**config.mk**
```make
export PLATFORM = sky130hd
export DESIGN_NAME = pow_rr_scheduler
export DESIGN_NICKNAME = d
export VERILOG_FILES = /design/src/rtl/pow_rr_pkg.sv /design/src/rtl/pow_tag_pipe.sv /design/src/rtl/pow_rr_scheduler.sv
export SDC_FILE = /design/constraint.sdc
export NUM_CORES = 1
export LEC_CHECK = 0
export CAP_MARGIN = 20
export CORE_ASPECT_RATIO = 0.5
export CORE_MARGIN = 2
export CORE_UTILIZATION = 30
export CTS_CLUSTER_SIZE = 28
export DETAILED_ROUTE_END_ITERATION = 8
export PLACE_DENSITY_LB_ADDON = 0.2
export RECOVER_POWER = 25
export SYNTH_ARGS = -nofsm -noshare
export SYNTH_HDL_FRONTEND = slang
export SYNTH_SLANG_ARGS = --single-unit
```
**constraint.sdc**
```tcl
create_clock -name clk -period 2.8 [get_ports clk]
set_input_delay 0.56 -clock clk [delete_from_list [all_inputs] [get_ports clk]]
set_output_delay 0.56 -clock clk [all_outputs]
set_load 0.02 [all_outputs]
```
**src/rtl/pow_rr_pkg.sv**
```systemverilog
// Shared types and helpers for the round-robin pow scheduler: FSM states,
// the round-robin pick function and the pow (2**a) reference function.
package pow_rr_pkg;

  typedef enum logic [1:0] {
    IDLE  = 2'd0,
    RUN   = 2'd1,
    DRAIN = 2'd2
  } state_t;

  localparam int MAX_REQ = 8;
  localparam int PICK_W  = 3;
  localparam int CAND_W  = PICK_W + 1;

  typedef struct packed {
    logic              hit;
    logic [PICK_W-1:0] idx;
  } pick_t;

  // First valid index scanning upward from ptr, wrapping at n-1 -> 0.
  function automatic pick_t rr_pick(input logic [MAX_REQ-1:0] valid,
                                    input logic [PICK_W-1:0]  ptr,
                                    input int unsigned        n);
    pick_t             res;
    logic [CAND_W-1:0] cand;
    res = '0;
    for (int unsigned k = 0; k < MAX_REQ; k++) begin
      cand = {1'b0, ptr} + CAND_W'(k);
      if (32'(cand) >= n) cand = cand - CAND_W'(n);
      else                cand = cand;
      if (!res.hit && (k < n) && valid[cand[PICK_W-1:0]]) begin
        res.hit = 1'b1;
        res.idx = cand[PICK_W-1:0];
      end else begin
        res = res;
      end
    end
    return res;
  endfunction

  // Datapath function: b = 2**a, wrapping to zero once a reaches the word width.
  function automatic logic [63:0] pow2(input logic [63:0] a);
    if (a < 64'd64) return 64'd1 << a[5:0];
    else            return 64'd0;
  endfunction

  function automatic logic [15:0] sat_inc16(input logic [15:0] v);
    if (v == 16'hFFFF) return v;
    else               return v + 16'd1;
  endfunction

endpackage

```
**src/rtl/pow_tag_pipe.sv**
```systemverilog
// Fixed-latency {valid, id} delay line that travels alongside the pow datapath
// so each result can be routed back to the requester that issued it.
module pow_tag_pipe #(
  parameter int LAT  = 1,
  parameter int ID_W = 2
) (
  input  logic            clk,
  input  logic            aresetn,
  input  logic            valid_i,
  input  logic [ID_W-1:0] id_i,
  output logic            out_valid_o,
  output logic [ID_W-1:0] out_id_o,
  output logic            any_valid_o
);

  logic [LAT-1:0]           vld_q;
  logic [LAT-1:0][ID_W-1:0] id_q;

  // Shift the tag one stage per cycle; reset empties the line.
  always_ff @(posedge clk or negedge aresetn) begin
    if (!aresetn) begin
      vld_q <= '0;
      id_q  <= '0;
    end else begin
      vld_q[0] <= valid_i;
      id_q[0]  <= id_i;
      for (int k = 1; k < LAT; k++) begin
        vld_q[k] <= vld_q[k-1];
        id_q[k]  <= id_q[k-1];
      end
    end
  end

  assign out_valid_o = vld_q[LAT-1];
  assign out_id_o    = id_q[LAT-1];
  assign any_valid_o = |vld_q;

endmodule

```
**src/rtl/pow_rr_scheduler.sv**
```systemverilog
// Round-robin front end sharing one pipelined pow datapath among N_REQ requesters.
// Define POW_RR_STATS_EN to add saturating per-requester grant counters.
module pow_rr_scheduler
  import pow_rr_pkg::*;
#(
  parameter int N_REQ   = 4,
  parameter int POW_LAT = 1,
  parameter int DW      = 32
) (
  input  logic                clk,
  input  logic                aresetn,
  input  logic                en,
  input  logic [N_REQ-1:0]    req_valid,
  input  logic [N_REQ*DW-1:0] req_a,
  output logic [N_REQ-1:0]    req_ready,
  output logic [N_REQ-1:0]    rsp_valid,
  output logic [DW-1:0]       rsp_b,
  output logic                busy
`ifdef POW_RR_STATS_EN
  ,
  input  logic                stats_clr,
  output logic [N_REQ*16-1:0] grant_cnt
`endif
);

  localparam int ID_W = (N_REQ > 1) ? $clog2(N_REQ) : 1;

  state_t                      state_q;
  logic [ID_W-1:0]             ptr_q, ptr_d;
  logic [POW_LAT-1:0][DW-1:0]  op_q;
  logic [N_REQ-1:0]            rsp_valid_q;
  logic [DW-1:0]               rsp_b_q;

  logic [MAX_REQ-1:0]          vld_s;
  pick_t                       pick_s;
  logic                        fire_s;
  logic [ID_W-1:0]             gnt_id_s;
  logic [DW-1:0]               issue_a_s;
  logic [DW-1:0]               pow_b_s;
  logic                        tag_out_valid_s;
  logic [ID_W-1:0]             tag_out_id_s;
  logic                        tag_any_s;

  // Arbitration: grants only in RUN with en high; the pointer advances past the winner.
  always_comb begin
    if ((state_q == RUN) && en) vld_s = MAX_REQ'(req_valid);
    else                        vld_s = '0;
    pick_s   = rr_pick(vld_s, PICK_W'(ptr_q), N_REQ);
    fire_s   = pick_s.hit;
    gnt_id_s = ID_W'(pick_s.idx);
    if (fire_s) begin
      req_ready = N_REQ'(1'b1) << gnt_id_s;
      ptr_d     = (gnt_id_s == ID_W'(N_REQ - 1)) ? '0 : gnt_id_s + ID_W'(1);
    end else begin
      req_ready = '0;
      ptr_d     = ptr_q;
    end
    issue_a_s = '0;
    for (int i = 0; i < N_REQ; i++) begin
      if (gnt_id_s == ID_W'(i)) issue_a_s = req_a[i*DW +: DW];
      else                      issue_a_s = issue_a_s;
    end
  end

  // Mode FSM: RUN grants, DRAIN lets in-flight ops finish after en drops.
  always_ff @(posedge clk or negedge aresetn) begin
    if (!aresetn) begin
      state_q <= IDLE;
    end else begin
      case (state_q)
        IDLE:    state_q <= en ? RUN : IDLE;
        RUN:     state_q <= en ? RUN : (tag_any_s ? DRAIN : IDLE);
        DRAIN:   state_q <= en ? RUN : (tag_any_s ? DRAIN : IDLE);
        default: state_q <= IDLE;
      endcase
    end
  end

  // Pointer, issue register (stage 0 of pow) and the remaining pow pipeline stages.
  always_ff @(posedge clk or negedge aresetn) begin
    if (!aresetn) begin
      ptr_q <= '0;
      op_q  <= '0;
    end else begin
      ptr_q <= ptr_d;
      if (fire_s) op_q[0] <= issue_a_s;
      for (int k = 1; k < POW_LAT; k++) op_q[k] <= op_q[k-1];
    end
  end

  assign pow_b_s = DW'(pow2(64'(op_q[POW_LAT-1])));

  pow_tag_pipe #(
    .LAT  (POW_LAT),
    .ID_W (ID_W)
  ) u_tag_pipe (
    .clk         (clk),
    .aresetn     (aresetn),
    .valid_i     (fire_s),
    .id_i        (gnt_id_s),
    .out_valid_o (tag_out_valid_s),
    .out_id_o    (tag_out_id_s),
    .any_valid_o (tag_any_s)
  );

  // Response decode: one-cycle pulse to the tagged requester; data holds between pulses.
  always_ff @(posedge clk or negedge aresetn) begin
    if (!aresetn) begin
      rsp_valid_q <= '0;
      rsp_b_q     <= '0;
    end else if (tag_out_valid_s) begin
      rsp_valid_q <= N_REQ'(1'b1) << tag_out_id_s;
      rsp_b_q     <= pow_b_s;
    end else begin
      rsp_valid_q <= '0;
    end
  end

  assign rsp_valid = rsp_valid_q;
  assign rsp_b     = rsp_b_q;
  assign busy      = tag_any_s | (state_q == DRAIN);

`ifdef POW_RR_STATS_EN
  logic [N_REQ-1:0][15:0] cnt_q;

  // Grant counters; a clear beats a grant in the same cycle.
  always_ff @(posedge clk or negedge aresetn) begin
    if (!aresetn) begin
      cnt_q <= '0;
    end else if (stats_clr) begin
      cnt_q <= '0;
    end else if (fire_s) begin
      cnt_q[gnt_id_s] <= sat_inc16(cnt_q[gnt_id_s]);
    end
  end

  assign grant_cnt = cnt_q;
`endif

endmodule

```
### Supply network

The bar under the picture is 50 um long. Pins as bars on the die edge.
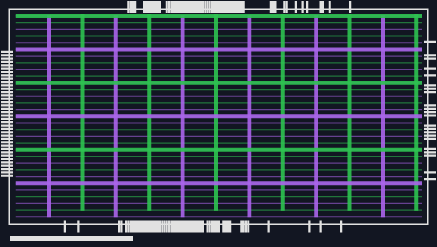
[VDD] green
[VSS] purple
met4 straps: 12
met5 straps: 6
signal pins: 176
met1 rails: 31
rows: 30
Die X: 169.5 um
core area: 13480 um2
worst IR drop on VDD: 288.1 uV

### Placed cells, one color a class

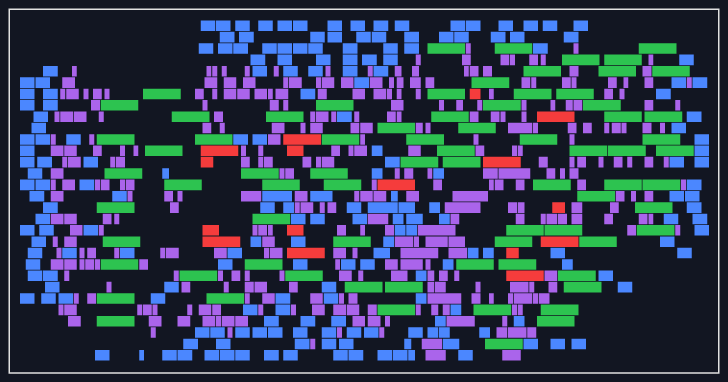
[flops] green | cells: 75 | share of their area: 30%
[combinational and other logic] purple | cells: 336 | share of their area: 34%
[clock drivers and dummy loads] red | cells: 16 | share of their area: 4.7%
[other buffers and delay cells] blue | cells: 203 | share of their area: 32%

### Routed clock nets over the placement

The bar under the picture is 50 um long.
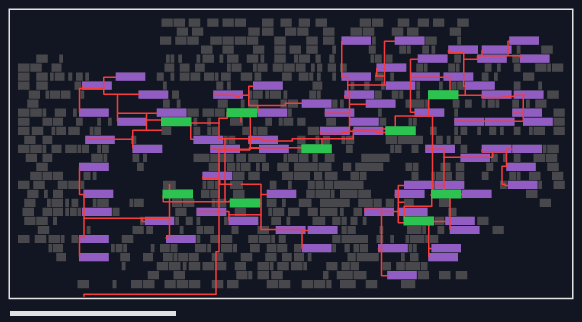
[flip-flops] purple | count: 75
[clock drivers] green | count: 9
[clock wires] red | length: 1020 um
flops lie: spread over the die
routed clock nets: 10
clk ins delay skew pair: 0.34 ns
P_clk: 0.00114 W
share of total power in the clock network: 0.339

==> results.sh <==
# implementation run metrics
export IMPL_initCoreUtil=0.3048
export IMPL_maxSlewViolCount=43
export IMPL_startpoint="en"
export IMPL_reg2reg_from="state_q[1]"
export IMPL_crit_slowest_cell="clkdlybuf4s50_1"
export IMPL_rsz0062_at_grt="false"
export IMPL_grt_pass1_vias=4085
export IMPL_failed_checks="capacitance limit, slew limit"
export IMPL_hold_viol=0
export IMPL_path_max_fanout=4
export IMPL_drtPass1Iterations=4
export IMPL_layoutNonFillerInstCount=806
export IMPL_grt_pass1_wl_um=20220
export IMPL_report_power_total_w=0.003360
export IMPL_fin_util=0.4822
export IMPL_outcome="complete, but fails checks"
export IMPL_leakagePower_nw=2.794
export IMPL_drt_iter0_drc=139
export IMPL_clockRootBuffer="clkbuf_16"
export IMPL_cts_num_sinks=75
export IMPL_drv_cap=1
-- layer usage --
layer,up-vias,global-route usage,share of wire
met2,98,0.3087,0.48
met1,1923,0.2182,0.46
met4,0,0.05128,0.014
met3,14,0.04018,0.039
li1,1959,-,-
met5,-,0,0
-- placed cells by master, fill, tap and decap left out, drive strengths merged, types with 5 or more instances in the layout --
master,synthesis,routed
clkdlybuf4s50,0,166
dfrtp,75,75
inv,67,73
nand2,40,40
nor2,39,39
buf,13,32
a221oi,31,31
a211o,31,31
a31oi,31,31
o22ai,29,29
clkbuf,24,12
ha,8,8
nor4,7,7
a21oi,5,5
nor2b,4,5
and2,5,5
-- per-stage QoR --
step                setup TNS [ns]  hold slack [ns]
finish                           0           0.4612
global route                     0           0.4705
CTS                              0           0.2370
detailed placement          -24.29           0.4559
global placement            -23.00           0.4507
floorplan                        0           0.2644
-- logic make-up (layout without fill, tap and decap cells) --
family | count (synthesis) | count (layout) | share of synthesized area
DFF | 75 | 75 | 0.4569
AOI/OAI and AO/OA | 137 | 137 | 0.2501
and+or+nand+nor | 121 | 122 | 0.1587
buffers and inverters | 104 | 286 | 0.1017
adders and majority gates | 8 | 8 | 0.02437
muxes | 2 | 2 | 0.008224
-- sequential cells by signal, summed over array words and instances (netlist names) --
register	flops
u_tag_pipe.any_valid_o	1
op_q	32
state_q	2
rsp_b	32
u_tag_pipe.out_id_o	2
ptr_q	2
rsp_valid	4
-- power breakdown --
group	internal [W]	leakage (nW)	switching, W
Combinational	0.000480	1.70	0.000366
Sequential	0.00123	0.949	0.000142
Clock	0.000628	0.143	0.000511
-- repair_timing --
| item | in CTS | in global routing |
|---|---|---|
| resized | 39 | 7 |
| setup buffers | 1 | 4 |
| setup endpoints to repair | 36 | 36 |
| cloned | 1 | 0 |
| pin swaps | 2 | 2 |
Power figures rest on the tool's default switching activity, not on a simulated workload.
